Fig. 1: run 1, metal layers overlaid
Only two layers are drawn.
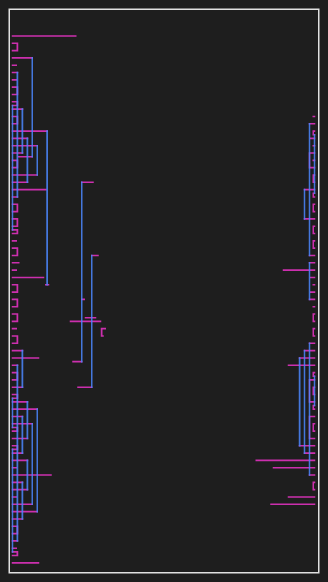
Fig. 2: run 1, metal 4
Bar = 20 um.
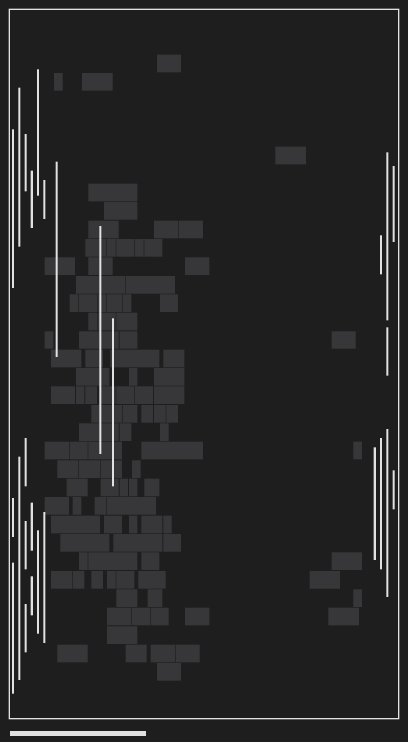
Fig. 3: run 1, drive-strength map
Bar = 20 um.
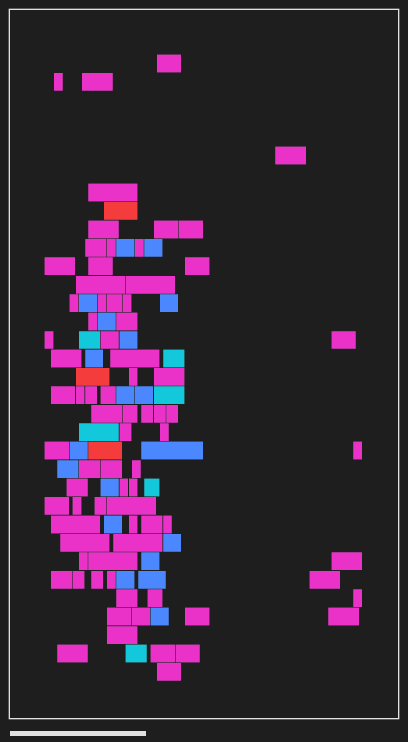
Fig. 4: run 1, the metal 2 layer
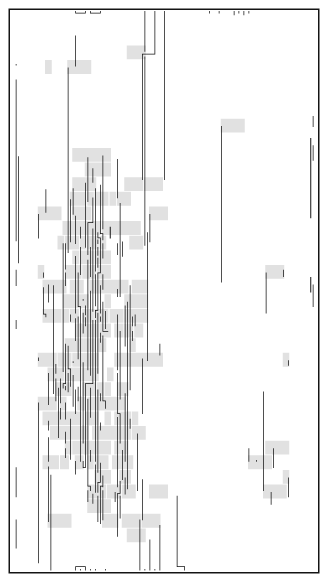
Design fifo_ram_ctrl_flat, sky130hd; sources not shown.
==> flow_metrics.py, run 1 <==
# Generated from Yosys and OpenROAD reports
metrics = {
    "min_path": {
        "hp-class": "reg2reg",
        "hold_depth": 2,
    },
    "cells_and_area": {
        "logic_area_um2": 407,
        "layout_top_cells": "buf_4, nor2_1, clkdlybuf4s50_1, dlymetal6s2s_1, dfxtp_1",
        "num-clock-buffers": 3,
        "regArea_um2": 160,
        "comb_share_pct": 39.3,
    },
    "grt": {
        "first_global_vias": 762,
        "grt-ovfl-total": 0,
        "grt_pass1_wl_um": 3760,
        "antenna_found_initial": 0,
    },
    "synthesis": {
        "netlist.area_leader.share_pct": 51.2,
        "ys_top_cells_by_count": "buf_4, nor2_1, dfxtp_1, xnor2_1",
        "netlist_area_um2": 1110,
        "ys_warn_count": 0,
        "synthCells": 140,
        "syn_area_per_cell_um2": 7.96,
        "ys_seq_share_pct": 14.4,
        "postSynth.asyncResetShare_pct": 0,
        "adder_share_pct": 7.41,
        "yosys-stat-cells": 140,
    },
    "setup_path": {
        "crit_chain": "inv_1, ha_1, nor2b_1, o21ai_1, a21oi_1, nor3b_2, clkdlybuf4s50_1",
        "rr_worst_depth": 8,
        "startpoint_type": "register",
        "max_stage_delay_ps": 520,
    },
    "clocking": {
        "htree_levels": 1,
        "cts_max_path_buffers": 2,
        "cts_sinks": 8,
    },
    "placement": {
        "routabilityCongestion": 0.830,
        "dp_slack_ps": -389,
    },
    "pwr": {
        "pwr-share-comb_pct": 18.8,
        "leakage_nw": 0.520,
        "power_switching_uw": 84.5,
        "clk-power_uw": 152,
        "swShare_pct": 25.1,
        "p_comb_uw": 63.2,
    },
    "status": {
        "violations": "negative setup slack",
        "outcome": "finished, violations left",
    },
    "floorplanning": {
        "initCoreUtil_pct": 25.7,
    },
    "sta": {
        "drv_slew": 0,
        "period_used_pct": 108,
        "setup_viol": 2,
        "setup_slack_ps": -216,
        "rsz0062_at_grt": "yes",
    },
    "run": {
        "tool_warnings": 27,
    },
    "route": {
        "drtIter0Drc": 21,
        "met3_length_um": 295,
        "drt.antenna.violating_nets": 0,
    },
}
About Fig. 1:
- magenta: M3 (wire length 296 um)
- blue: M4 (wire length 409 um)
wire per inst: 16.4 um
final wirelength: 2630 um

About Fig. 2:
- share of all routed wire: 16%
- nets with wire on the layer: 27
- main direction: vertical
vias: 686

About Fig. 3:
- magenta: x1 and smaller (cells 78; share 74%)
- cyan: x2 (cells 6; share 5.7%)
- blue: x3 and x4 (cells 19; share 18%)
- red: x6 and larger (cells 3; share 2.8%)
setup slack after layout: -216 ps
Finished Cell Area: 1030 um^2
nonclk buf count: 36

About Fig. 4:
- longest straight run: 35.0 um
- main direction: vertical
grt met2 use: 15.0%

## Run 2: what changed since run 1
--- a/config.mk
+++ b/config.mk
@@ -5,6 +5,7 @@
 export SDC_FILE = /design/constraint.sdc
 export NUM_CORES = 1
 export LEC_CHECK = 0
+export ABC_CLOCK_PERIOD_IN_PS = 2690
 export CAP_MARGIN = 20
 export CORE_ASPECT_RATIO = 2
 export CORE_MARGIN = 5
Fig. 5: run 2, drive-strength map
Bar = 20 um.
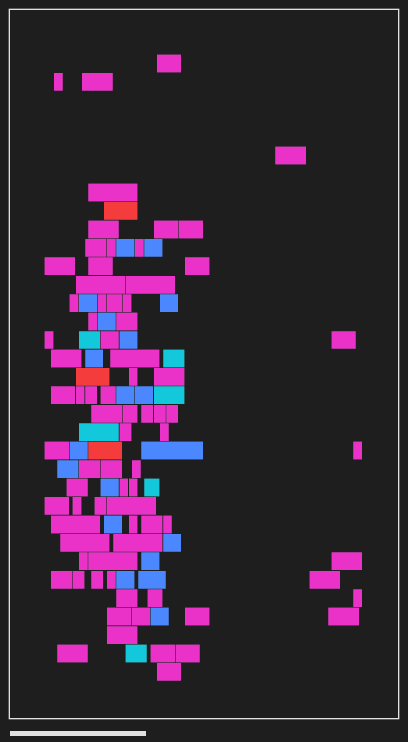
- cyan: x2 (cells 6; share 5.7%)
- red: x6 and larger (cells 3; share 2.8%)
- blue: x3 and x4 (cells 19; share 18%)
- magenta: x1 and smaller (cells 78; share 74%)
Layout area overhead: -7.18%

Fig. 6: run 2, metal 4
Bar = 20 um.
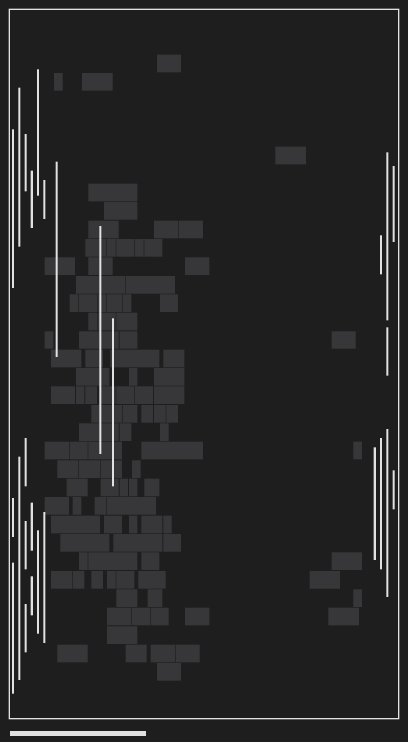
- share of all routed wire: 16%
- nets with wire on the layer: 27
- main direction: vertical
- wire length on this layer: 409 um

Fig. 7: run 2, the metal 2 layer
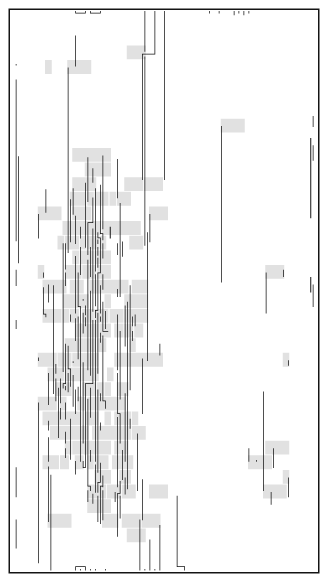
- longest straight run: 35.0 um
- main direction: vertical

==> flow_metrics.py, run 2 <==
# Generated from Yosys and OpenROAD reports
metrics = {
    "setup_path": {
        "startpoint_type": "register",
        "max_stage_delay_ps": 520,
        "rr_worst_depth": 8,
        "crit_chain": "inv_1, ha_1, nor2b_1, o21ai_1, a21oi_1, nor3b_2, clkdlybuf4s50_1",
    },
    "clocking": {
        "htree_levels": 1,
        "cts_sinks": 8,
    },
    "grt": {
        "antenna_found_initial": 0,
        "first_global_vias": 762,
    },
    "status": {
        "violations": "negative setup slack",
        "outcome": "finished, violations left",
    },
    "pwr": {
        "pwr-share-comb_pct": 18.8,
        "power_switching_uw": 84.5,
        "swShare_pct": 25.1,
    },
    "cells_and_area": {
        "design_area_um2": 1030,
        "regArea_um2": 160,
        "comb_share_pct": 39.3,
        "layout_top_cells": "buf_4, nor2_1, clkdlybuf4s50_1, dlymetal6s2s_1, dfxtp_1",
    },
    "synthesis": {
        "ys_top_cells_by_count": "buf_4, nor2_1, dfxtp_1, xnor2_1",
        "ys_warn_count": 0,
        "yosys-stat-cells": 140,
    },
    "route": {
        "wl_um": 2630,
        "drtIter0Drc": 21,
        "drt.antenna.violating_nets": 0,
        "met3_length_um": 295,
        "wl_per_cell_um": 16.4,
    },
    "sta": {
        "setup_slack_ps": -216,
        "setup_viol": 2,
    },
    "min_path": {
        "hp-class": "reg2reg",
    },
}
Power and IR drop assume default switching activity.
